File: src/rtl/led_pwm_multi.sv
// Multi-channel LED driver: one shared period counter, per-channel on-window, mode and N-blink.
// Optional macro LED_SHADOW_EN defers window/period writes to the next period wrap.
module led_pwm_multi #(
  parameter int unsigned CH_NUM    = 4,
  parameter int unsigned CH_W      = 2,
  parameter int unsigned CNT_W     = 23,
  parameter int unsigned PERIOD    = 5_000_000,
  parameter int unsigned RST_START = 3_750_000,
  parameter int unsigned RST_END   = 5_000_000,
  parameter logic [1:0]  RST_MODE  = 2'b10
) (
  input  logic              CLK,
  input  logic              RST,
  input  logic              Cfg_Wr,
  input  logic [CH_W-1:0]   Cfg_Ch,
  input  logic [1:0]        Cfg_Field,
  input  logic [CNT_W-1:0]  Cfg_Data,
  output logic [CH_NUM-1:0] LED_Out,
  output logic [CH_NUM-1:0] Done,
  output logic              Period_Tick
);

  typedef enum logic [1:0] {ModeOff, ModeOn, ModeWin, ModeBlink} mode_e;
  localparam int unsigned BlinkW = 8;

  logic [CNT_W-1:0]  count_q, count_d, term_q, term_d;
  logic [CNT_W-1:0]  start_q [CH_NUM];
  logic [CNT_W-1:0]  start_d [CH_NUM];
  logic [CNT_W-1:0]  end_q   [CH_NUM];
  logic [CNT_W-1:0]  end_d   [CH_NUM];
  mode_e             mode_q  [CH_NUM];
  mode_e             mode_d  [CH_NUM];
  logic [BlinkW-1:0] rem_q   [CH_NUM];
  logic [BlinkW-1:0] rem_d   [CH_NUM];
  logic [CH_NUM-1:0] led_q, led_d, done_q, done_d, hit, ch_sel;
  logic              tick_q;
  logic              wrap, wr_start, wr_end, wr_mode, wr_term;
  mode_e             wr_mode_val;
  logic [BlinkW-1:0] wr_blinks;

`ifdef LED_SHADOW_EN
  logic [CNT_W-1:0]  term_sh_q, term_sh_d;
  logic              term_pend_q, term_pend_d;
  logic [CNT_W-1:0]  start_sh_q [CH_NUM];
  logic [CNT_W-1:0]  start_sh_d [CH_NUM];
  logic [CNT_W-1:0]  end_sh_q   [CH_NUM];
  logic [CNT_W-1:0]  end_sh_d   [CH_NUM];
  logic [CH_NUM-1:0] start_pend_q, start_pend_d, end_pend_q, end_pend_d;
`endif

  assign wrap        = (count_q >= term_q);
  assign count_d     = wrap ? '0 : count_q + CNT_W'(1);
  assign wr_start    = Cfg_Wr && (Cfg_Field == 2'd0);
  assign wr_end      = Cfg_Wr && (Cfg_Field == 2'd1);
  assign wr_mode     = Cfg_Wr && (Cfg_Field == 2'd2);
  assign wr_term     = Cfg_Wr && (Cfg_Field == 2'd3);
  assign wr_mode_val = mode_e'(Cfg_Data[1:0]);
  assign wr_blinks   = Cfg_Data[9:2];

  // Out-of-range channel numbers match no channel, so those writes are dropped.
  always_comb begin
    for (int i = 0; i < int'(CH_NUM); i++) begin
      ch_sel[i] = (int'(Cfg_Ch) == i);
    end
  end

  always_comb begin
    for (int i = 0; i < int'(CH_NUM); i++) begin
      if (start_q[i] <= end_q[i]) begin
        hit[i] = (count_q >= start_q[i]) && (count_q <= end_q[i]);
      end else begin
        hit[i] = (count_q >= start_q[i]) || (count_q <= end_q[i]);
      end
    end
  end

  always_comb begin
    for (int i = 0; i < int'(CH_NUM); i++) begin
      mode_d[i] = mode_q[i];
      rem_d[i]  = rem_q[i];
      done_d[i] = 1'b0;
      led_d[i]  = 1'b0;
      unique case (mode_q[i])
        ModeOff:   led_d[i] = 1'b0;
        ModeOn:    led_d[i] = 1'b1;
        ModeWin:   led_d[i] = hit[i];
        ModeBlink: led_d[i] = hit[i] && (rem_q[i] != '0);
      endcase
      // A mode write beats a same-cycle wrap decrement.
      if (wr_mode && ch_sel[i]) begin
        mode_d[i] = wr_mode_val;
        if (wr_mode_val == ModeBlink) begin
          rem_d[i]  = wr_blinks;
          done_d[i] = (wr_blinks == '0);
        end else begin
          rem_d[i] = '0;
        end
      end else if ((mode_q[i] == ModeBlink) && wrap && (rem_q[i] != '0)) begin
        rem_d[i]  = rem_q[i] - BlinkW'(1);
        done_d[i] = (rem_q[i] == BlinkW'(1));
      end
    end
  end

  always_comb begin
    term_d = term_q;
`ifdef LED_SHADOW_EN
    term_sh_d   = term_sh_q;
    term_pend_d = term_pend_q;
    if (wrap && term_pend_q) begin
      term_d      = term_sh_q;
      term_pend_d = 1'b0;
    end
    if (wr_term) begin
      term_sh_d   = Cfg_Data;
      term_pend_d = 1'b1;
    end
`else
    if (wr_term) term_d = Cfg_Data;
`endif
    for (int i = 0; i < int'(CH_NUM); i++) begin
      start_d[i] = start_q[i];
      end_d[i]   = end_q[i];
`ifdef LED_SHADOW_EN
      start_sh_d[i]   = start_sh_q[i];
      end_sh_d[i]     = end_sh_q[i];
      start_pend_d[i] = start_pend_q[i];
      end_pend_d[i]   = end_pend_q[i];
      if (wrap && start_pend_q[i]) begin
        start_d[i]      = start_sh_q[i];
        start_pend_d[i] = 1'b0;
      end
      if (wrap && end_pend_q[i]) begin
        end_d[i]      = end_sh_q[i];
        end_pend_d[i] = 1'b0;
      end
      // A write landing on the wrap cycle stays pending until the following wrap.
      if (wr_start && ch_sel[i]) begin
        start_sh_d[i]   = Cfg_Data;
        start_pend_d[i] = 1'b1;
      end
      if (wr_end && ch_sel[i]) begin
        end_sh_d[i]   = Cfg_Data;
        end_pend_d[i] = 1'b1;
      end
`else
      if (wr_start && ch_sel[i]) start_d[i] = Cfg_Data;
      if (wr_end && ch_sel[i])   end_d[i]   = Cfg_Data;
`endif
    end
  end

  always_ff @(posedge CLK) begin
    if (RST) begin
      count_q <= '0;
      term_q  <= CNT_W'(PERIOD);
      led_q   <= '0;
      done_q  <= '0;
      tick_q  <= 1'b0;
      for (int i = 0; i < int'(CH_NUM); i++) begin
        start_q[i] <= CNT_W'(RST_START);
        end_q[i]   <= CNT_W'(RST_END);
        mode_q[i]  <= mode_e'(RST_MODE);
        rem_q[i]   <= '0;
      end
`ifdef LED_SHADOW_EN
      term_sh_q    <= CNT_W'(PERIOD);
      term_pend_q  <= 1'b0;
      start_pend_q <= '0;
      end_pend_q   <= '0;
      for (int i = 0; i < int'(CH_NUM); i++) begin
        start_sh_q[i] <= CNT_W'(RST_START);
        end_sh_q[i]   <= CNT_W'(RST_END);
      end
`endif
    end else begin
      count_q <= count_d;
      term_q  <= term_d;
      led_q   <= led_d;
      done_q  <= done_d;
      tick_q  <= wrap;
      for (int i = 0; i < int'(CH_NUM); i++) begin
        start_q[i] <= start_d[i];
        end_q[i]   <= end_d[i];
        mode_q[i]  <= mode_d[i];
        rem_q[i]   <= rem_d[i];
      end
`ifdef LED_SHADOW_EN
      term_sh_q    <= term_sh_d;
      term_pend_q  <= term_pend_d;
      start_pend_q <= start_pend_d;
      end_pend_q   <= end_pend_d;
      for (int i = 0; i < int'(CH_NUM); i++) begin
        start_sh_q[i] <= start_sh_d[i];
        end_sh_q[i]   <= end_sh_d[i];
      end
`endif
    end
  end

  assign LED_Out     = led_q;
  assign Done        = done_q;
  assign Period_Tick = tick_q;

endmodule
File: config.mk
export PLATFORM = sky130hd
export DESIGN_NAME = led_pwm_multi
export DESIGN_NICKNAME = d
export VERILOG_FILES = /design/src/rtl/led_pwm_multi.sv
export SDC_FILE = /design/constraint.sdc
export NUM_CORES = 1
export LEC_CHECK = 0
export ABC_AREA = 1
export CORE_MARGIN = 5
export CORE_UTILIZATION = 45
export CTS_CLUSTER_SIZE = 40
export DETAILED_ROUTE_END_ITERATION = 7
export GPL_TIMING_DRIVEN = 0
export PLACE_DENSITY = 0.69
export SLEW_MARGIN = 30
export SYNTH_ARGS = -nofsm -noshare
export SYNTH_HDL_FRONTEND = slang
export SYNTH_SLANG_ARGS = --single-unit
File: constraint.sdc
create_clock -name CLK -period 2.57 [get_ports CLK]
set_input_delay 0.3855 -clock CLK [delete_from_list [all_inputs] [get_ports CLK]]
set_output_delay 0.3855 -clock CLK [all_outputs]
set_load 0.03 [all_outputs]
port_trees.png
(2 px per µm)
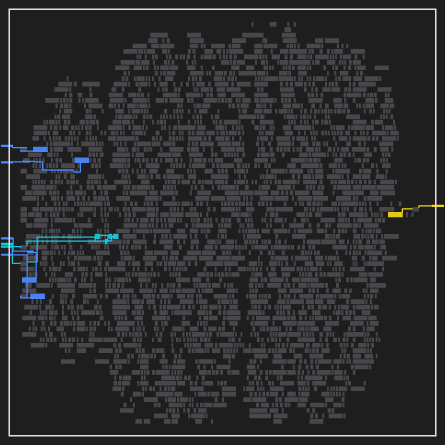
port	color	bits	direction	end cells	wire
Cfg_Field	cyan	2	input	4	136 µm
LED_Out	blue	4	output	4	153 µm
Period_Tick	yellow	1	output	1	15.5 µm
IO Count: 39
PortBufs: 27

closeup.png
Window x 149 to 169, y 149 to 169 µm. Cells in gray, sequential cells in the stronger gray; small squares are vias.
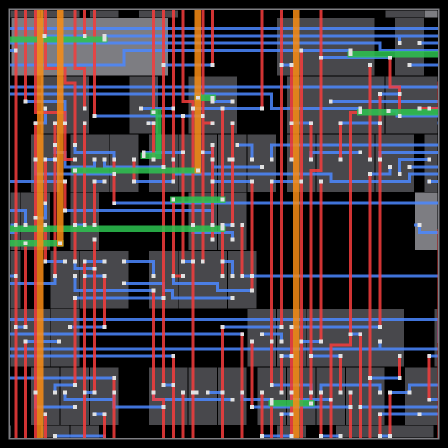
layer	color
M2	red
M3	green
M4	orange
M1	blue
sequential cells in the window	1
cells with their middle in the window	42
netlist names of flops here include	start_q (1)
most frequent	nand2_1 (15), nor2_1 (7)

layers.png
(3 px per µm) Two of the layers only.
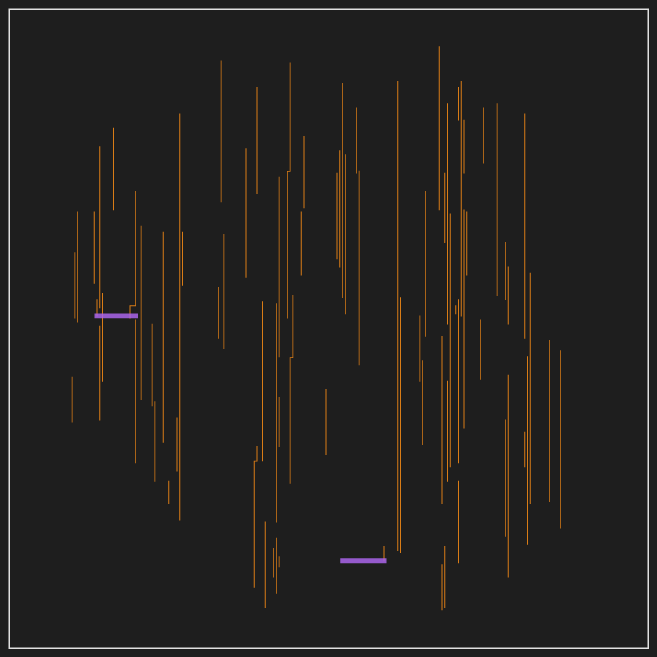
layer	color	wire length
M5	purple	26.7 µm
M4	orange	3,250 µm
post-DR wirelength/cell: 19.33 µm
Tot GR Track Use: 0.2721
routed via count: 17,920

clock_nets.png
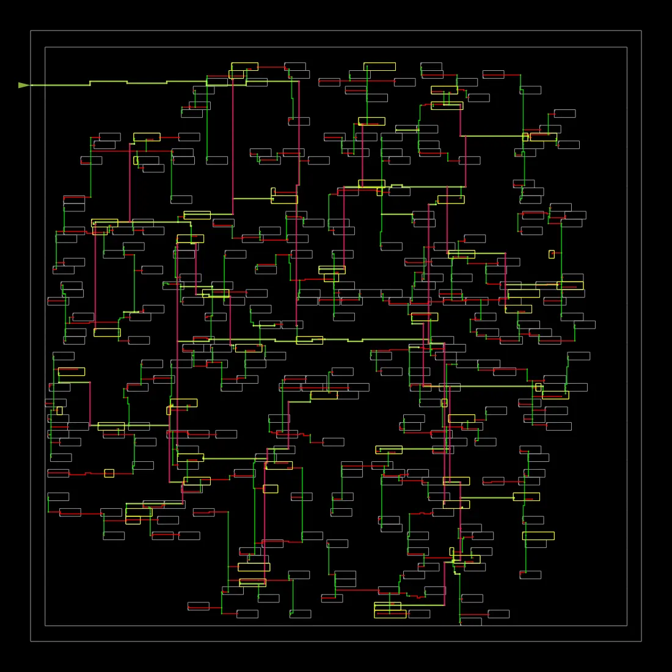
Setup Skew: 18.31 ps
clock buffer count: 46
clk latency late pin: 550 ps
TritonCTS Buffers: 34

==> reports/results.ini <==
[sta]
drv_slew=0
final.setup.tns_ps=0
finalCritPeriodShare=0.9432
max_slew_margin=0.2811
layout_min_cycle_time_ps=2424
finalSetupViolCount=0

[logic_synthesis]
yosys.area_share.aoi=0.1764
avgSynthCellArea_um2=7.107
synth_top_area_share=0.3027
async_flop_share=0
simple_gate_share=0.2062
ys_cells=2596
synth_area_mm2=0.01845
topCellsByArea=dfxtp_1, ha_1, nand2_1, a21oi_1, inv_1
yosys.area.top_type=dfxtp_1

[job]
max_cap_violations=0

[critical_path]
required_ps=3040
r2r-start=count_q[22]$_SDFF_PP0_
path_class=input pin to flop
worstPathCellList=clkdlybuf4s50_1, inv_1, nor2_1, inv_1, nand2_1, o21ai_0, nand2_1, nand2_1, nor2_1
worst-path-max-fanout=7
reg2reg_slack_ps=180
cp_top_family=buffers and inverters
path_depth=9

[cells_and_area]
final_common_cell=nand2_1
final_nets=3001
fillers=4007
layout.cells.non_filler=3219
diodes=1
post-route-util=0.5077
sh_comb_area=0.5377
design.seq.count=279
drive_gt1_frac=0.05510
num-nonclk-inverters=368

[pwr]
pwr-share-seq=0.412
comb_power_share=0.097
switching_share=0.2566
peakVddDrop_mv=0.4502

[placed_design]
placedCellCount=3155
dp_slack_ps=-217.1
hpwlAfterDp_um=44190

[floorplan]
core_area_mm2=0.04074
die_w_um=212.5
taps=532

[drt]
drt-pass1-iter-count=6
drtAntennaViolNets=0
route.met2.wl_um=26650
drt_iter0_drc=1636
wl_met1_um=26730
met3_wirelength_um=5576

[worst_hold_path]
hold-path-endpoint=term_q[20]$_SDFFE_PP0P_
hp-start=term_q[20]$_SDFFE_PP0P_

[global_routing]
grt_pass1_vias=16920
overflow=0
antenna_found_initial=2
met1_usage=0.3709

[clock_tree]
cts_hold_buf=0
cts_tree=done
htreeDepth=2
cts_sinks=279
cts_resized=12
root_buffer=clkbuf_16
cts_setup_buffers=0

[run_status]
outcome=finished clean

Power is estimated from default activity; no workload was simulated.
